### src/rtl/ooo_pkg.sv
// Shared decode constants, FSM state and register-index types
// for the in-order issue controller.
package ooo_pkg;

    localparam logic [1:0] OP_RTYPE = 2'b00;
    localparam logic [1:0] OP_IMM   = 2'b01;
    localparam logic [1:0] OP_JMP   = 2'b10;
    localparam logic [1:0] OP_NOP   = 2'b11;

    localparam logic [1:0] SUB_ADDI = 2'b00;
    localparam logic [1:0] SUB_LD   = 2'b01;
    localparam logic [1:0] SUB_ST   = 2'b10;
    localparam logic [1:0] SUB_NONE = 2'b11;

    typedef enum logic [1:0] {
        RUN   = 2'd0,
        STALL = 2'd1,
        FLUSH = 2'd2
    } state_t;

    typedef logic [1:0] reg_idx_t;

    function automatic logic [3:0] onehot(input reg_idx_t idx);
        return 4'b0001 << idx;
    endfunction

    // Every register the instruction reads or writes.
    function automatic logic [3:0] reg_mask(input logic [7:0] instr);
        logic [3:0] m;
        m = '0;
        unique case (instr[7:6])
            OP_RTYPE: m = onehot(instr[5:4]) | onehot(instr[3:2]);
            OP_IMM:   m = (instr[5:4] != SUB_NONE) ? onehot(instr[3:2]) : '0;
            default:  m = '0;
        endcase
        return m;
    endfunction

    function automatic logic writes_rt(input logic [7:0] instr);
        return (instr[7:6] == OP_RTYPE) ||
               ((instr[7:6] == OP_IMM) &&
                ((instr[5:4] == SUB_ADDI) || (instr[5:4] == SUB_LD)));
    endfunction

endpackage

### src/rtl/reg_scoreboard.sv
// Four busy bits with writeback bypass on the lookup path;
// a same-cycle set of the cleared register keeps it busy.
module reg_scoreboard
    import ooo_pkg::*;
(
    input  logic       clk,
    input  logic       rst,
    input  logic       set_en,
    input  reg_idx_t   set_reg,
    input  logic       clr_en,
    input  reg_idx_t   clr_reg,
    input  logic [3:0] chk_mask,
    output logic       hit
);

    logic [3:0] busy;
    logic [3:0] busy_byp;
    logic [3:0] busy_nxt;

    always_comb begin
        busy_byp = busy;
        if (clr_en) busy_byp[clr_reg] = 1'b0;
        busy_nxt = busy_byp;
        if (set_en) busy_nxt[set_reg] = 1'b1;
    end

    assign hit = |(busy_byp & chk_mask);

    always_ff @(posedge clk) begin
        if (rst) busy <= '0;
        else     busy <= busy_nxt;
    end

endmodule

### src/rtl/issue_ctrl.sv
// Single-entry issue controller with RAW/WAW stall and JMP flush.
// Stall-cycle counter is built only with ISSUE_CTRL_PERF_CNT_EN.
module issue_ctrl
    import ooo_pkg::*;
(
    input  logic        clk,
    input  logic        rst,
    input  logic        in_valid,
    input  logic [7:0]  in_instr,
    output logic        in_ready,
    output logic        issue_valid,
    input  logic        issue_ready,
    output logic [7:0]  issue_instr,
    input  logic        wb_valid,
    input  logic [1:0]  wb_reg,
    output logic        flush,
    output logic        stall,
    output logic [15:0] stall_cycles
);

    state_t     state;
    state_t     state_nxt;
    logic       hold_valid;
    logic [7:0] hold_instr;
    logic       hazard;
    logic       fire;
    logic       load;
    logic       is_jmp;

    assign is_jmp = hold_instr[7:6] == OP_JMP;

    reg_scoreboard u_sb (
        .clk      (clk),
        .rst      (rst),
        .set_en   (fire && writes_rt(hold_instr)),
        .set_reg  (hold_instr[3:2]),
        .clr_en   (wb_valid),
        .clr_reg  (wb_reg),
        .chk_mask (reg_mask(hold_instr)),
        .hit      (hazard)
    );

    assign issue_valid = !rst && hold_valid && !hazard && (state == RUN);
    assign fire        = issue_valid && issue_ready;
    // A departing JMP must not pull in the wrong-path successor.
    assign in_ready    = !rst && (state == RUN) &&
                         (!hold_valid || (fire && !is_jmp));
    assign load        = in_valid && in_ready;
    assign issue_instr = (!rst && hold_valid) ? hold_instr : '0;
    assign flush       = !rst && (state == FLUSH);
    assign stall       = !rst && (state == STALL);

    always_ff @(posedge clk) begin
        if (rst) begin
            hold_valid <= 1'b0;
            hold_instr <= '0;
        end else if (load) begin
            hold_valid <= 1'b1;
            hold_instr <= in_instr;
        end else if (fire) begin
            hold_valid <= 1'b0;
        end
    end

    always_ff @(posedge clk) begin
        if (rst) state <= RUN;
        else     state <= state_nxt;
    end

    always_comb begin
        state_nxt = state;
        unique case (state)
            RUN: begin
                if (hold_valid && hazard)  state_nxt = STALL;
                else if (fire && is_jmp)   state_nxt = FLUSH;
            end
            STALL: if (!hazard) state_nxt = RUN;
            FLUSH: state_nxt = RUN;
            default: state_nxt = RUN;
        endcase
    end

`ifdef ISSUE_CTRL_PERF_CNT_EN
    logic [15:0] stall_cnt;

    always_ff @(posedge clk) begin
        if (rst)
            stall_cnt <= '0;
        else if ((state == STALL) && (stall_cnt != 16'hFFFF))
            stall_cnt <= stall_cnt + 16'd1;
    end

    assign stall_cycles = rst ? '0 : stall_cnt;
`else
    assign stall_cycles = '0;
`endif

endmodule

### config.mk
export PLATFORM = sky130hd
export DESIGN_NAME = issue_ctrl
export DESIGN_NICKNAME = d
export VERILOG_FILES = /design/src/rtl/ooo_pkg.sv /design/src/rtl/reg_scoreboard.sv /design/src/rtl/issue_ctrl.sv
export SDC_FILE = /design/constraint.sdc
export NUM_CORES = 1
export LEC_CHECK = 0
export CAP_MARGIN = 10
export CORE_UTILIZATION = 40
export DETAILED_ROUTE_END_ITERATION = 12
export GPL_ROUTABILITY_DRIVEN = 0
export GPL_TIMING_DRIVEN = 0
export HOLD_SLACK_MARGIN = 0.06
export PLACE_DENSITY_LB_ADDON = 0.15
export REMOVE_ABC_BUFFERS = 1
export SYNTH_ARGS = -nofsm -noshare
export SYNTH_HDL_FRONTEND = slang
export SYNTH_SLANG_ARGS = --single-unit
export TNS_END_PERCENT = 5
### constraint.sdc
create_clock -name clk -period 2.7 [get_ports clk]
set_input_delay 0.81 -clock clk [delete_from_list [all_inputs] [get_ports clk]]
set_output_delay 0.81 -clock clk [all_outputs]
set_load 0.05 [all_outputs]
**Power grid**

Drawn at 10 px/um. Pins as bars on the die edge. Tap cells in grey.
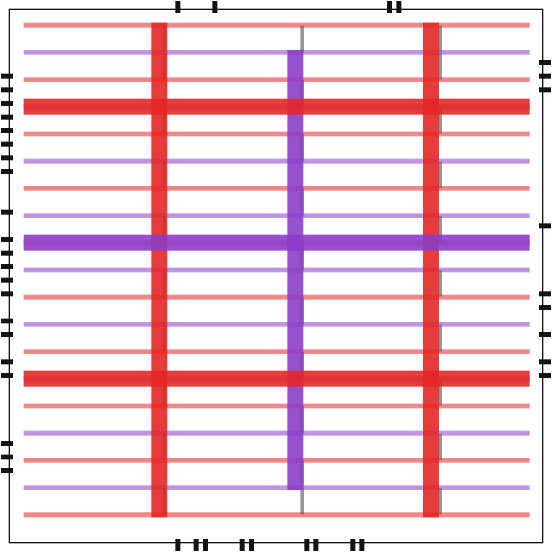
- red: VSS
- purple: VDD
- rows: 18
- signal pins: 43
- met5 straps: 3

**Cell classes on the final placement**

Drawn at 10 px/um. Fill, decap, tap and diode cells in grey.
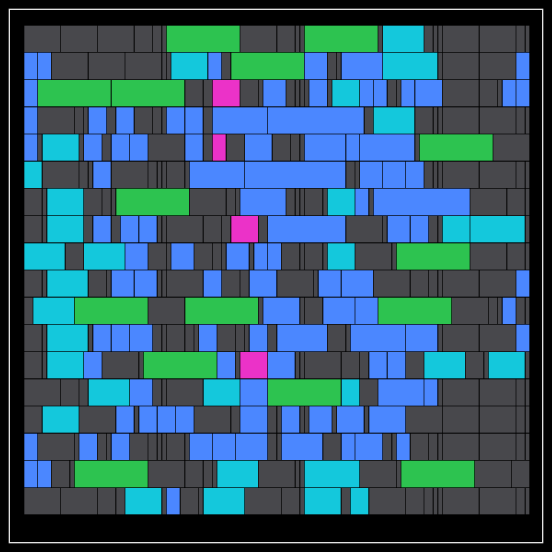
- cyan: other buffers and delay cells (cells 31; share of their area 23%)
- green: flops (cells 15; share of their area 22%)
- magenta: clock drivers and dummy loads (cells 4; share of their area 1.9%)
- blue: combinational and other logic (cells 102; share of their area 53%)
row count: 18
Seq area share: 21.66%
final core utilization: 55.96%
Placeable Area: 0.002477 mm^2

**Clock network drawn from the DEF**

Drawn at 8 px/um.
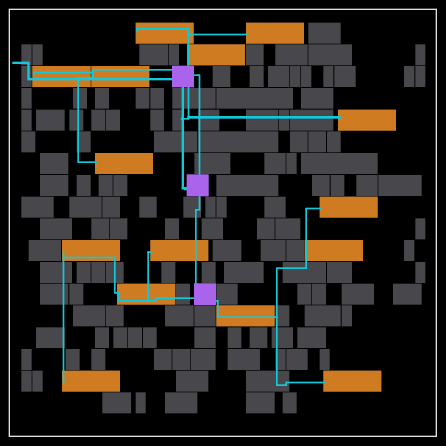
- purple: clock drivers (count 3)
- cyan: clock wires (length 239 um)
- orange: flip-flops (count 15)
- routed clock nets: 4
- flops lie: all over the die
Clock Latency Late Sink: 280 ps
clock skew: 2.730 ps
clk pwr: 0.133 mW
Clk pwr share: 25.4%

==> flow_summary.yaml <==
# generated from flow reports
final_layout:
  fillers: 247
  inv_count: 3
  comb_share_pct: 50.27
  instances_no_fill: 182
  final_common_cell: "conb_1"
  nonClockBufferCount: 31
  diodes: 0
  area_growth_pct: 32.22
  nets: 168
  comb_cells: 99
status:
  status: "finished, violations left"
  violations: "negative setup slack"
synthesis:
  ys_area_mm2: 0.001049
  ys_types: 40
  synthArstFlopShare_pct: 0
  ys_ff: 15
  yosys.area_share.simple_pct: 27.57
  synth_warnings: 0
  ys_sh_mux_pct: 0
  top_logic_kind: "simple AND/OR/NAND/NOR gates"
  top_area_share_pct: 28.64
  ys_seq_share_pct: 28.64
  ys_cells: 124
  avgSynthCellArea_um2: 8.456
  synth_top_cell_by_count: "buf_4"
timing:
  tns_ps: -252.2
  slew_headroom_pct: 58.21
  fin_hold_ws_ps: 480.0
  rsz0062_at_grt: "yes"
  setup_slack_ps: -148.0
  hold_viol: 0
  finalSetupViolCount: 2
route:
  wl_um: 2472
  drc: 0
  drtIter0Drc: 15
  vias: 964
  firstDrtPassIters: 4
placement:
  dp_cells: 172
  placed_area_mm2: 0.001244
  port_buffers: 26
die:
  initCoreUtil_pct: 42.32
  die_h_um: 53.20
global_route:
  overflow: 0
  grtUsageTotal_pct: 19.01
  grt_pass1_wl_um: 3843
  grt_antenna_before_repair: 0
  grt_use_met1_pct: 25.34
  grt_max_degree: 21
  use_met2_pct: 30.21
run:
  cap_violations: 0
setup_path:
  cp.arrival_ps: 2040
  crit_path_end: "issue_valid"
  crit_start: "wb_reg[0]"
  critical_path_class: "in -> out"
  endpoint_kind: "output pin"
  crit_path_max_fanout: 3
  critPathLaunchType: "input pin"
  r2r_slack_ps: 850
pwr:
  irDropWorstVdd_mv: 0.3346
  leakage_nw: 0.4882
  p_per_area_mw_per_mm2: 379.0
clocking:
  clock_sinks: 15
  clkSlewWorstSetupHoldPaths_ps: 100
  cts_max_path_buffers: 2
min_path:
  min_path_type: "reg -> reg"
[critical path, cell delays in order]
cell and delay [ps]:
buf_8 100, and3_4 170, or3_4 370, a41o_4 270
and3_4 170, buf_8 140
[metal layers]
layer	part of all wire (%)	vias up
li1	-	485
met1	44	439
met4	1.1	0
met3	4.8	4
met2	50	36
met5	0	-
[state kept, by name, summed over array words and instances (netlist names)]
signal / count
hold_valid: 1
u_sb.busy: 4
state: 2
hold_instr: 8
[what timing repair did]
action | 4_1_cts | 5_1_grt
buffers inserted | 5 | 0
pin swaps | 5 | 3
setup endpoints to repair | 20 | 4
gates cloned | 1 | 0
gates resized | 70 | 11
[report_power, final]
group	internal [mW]	switching [mW]	total, mW
combinational	0.0494	0.100	0.149
sequential	0.229	0.0141	0.243
clock	0.0573	0.0759	0.133
Power figures rest on the tool's default switching activity, not on a simulated workload.
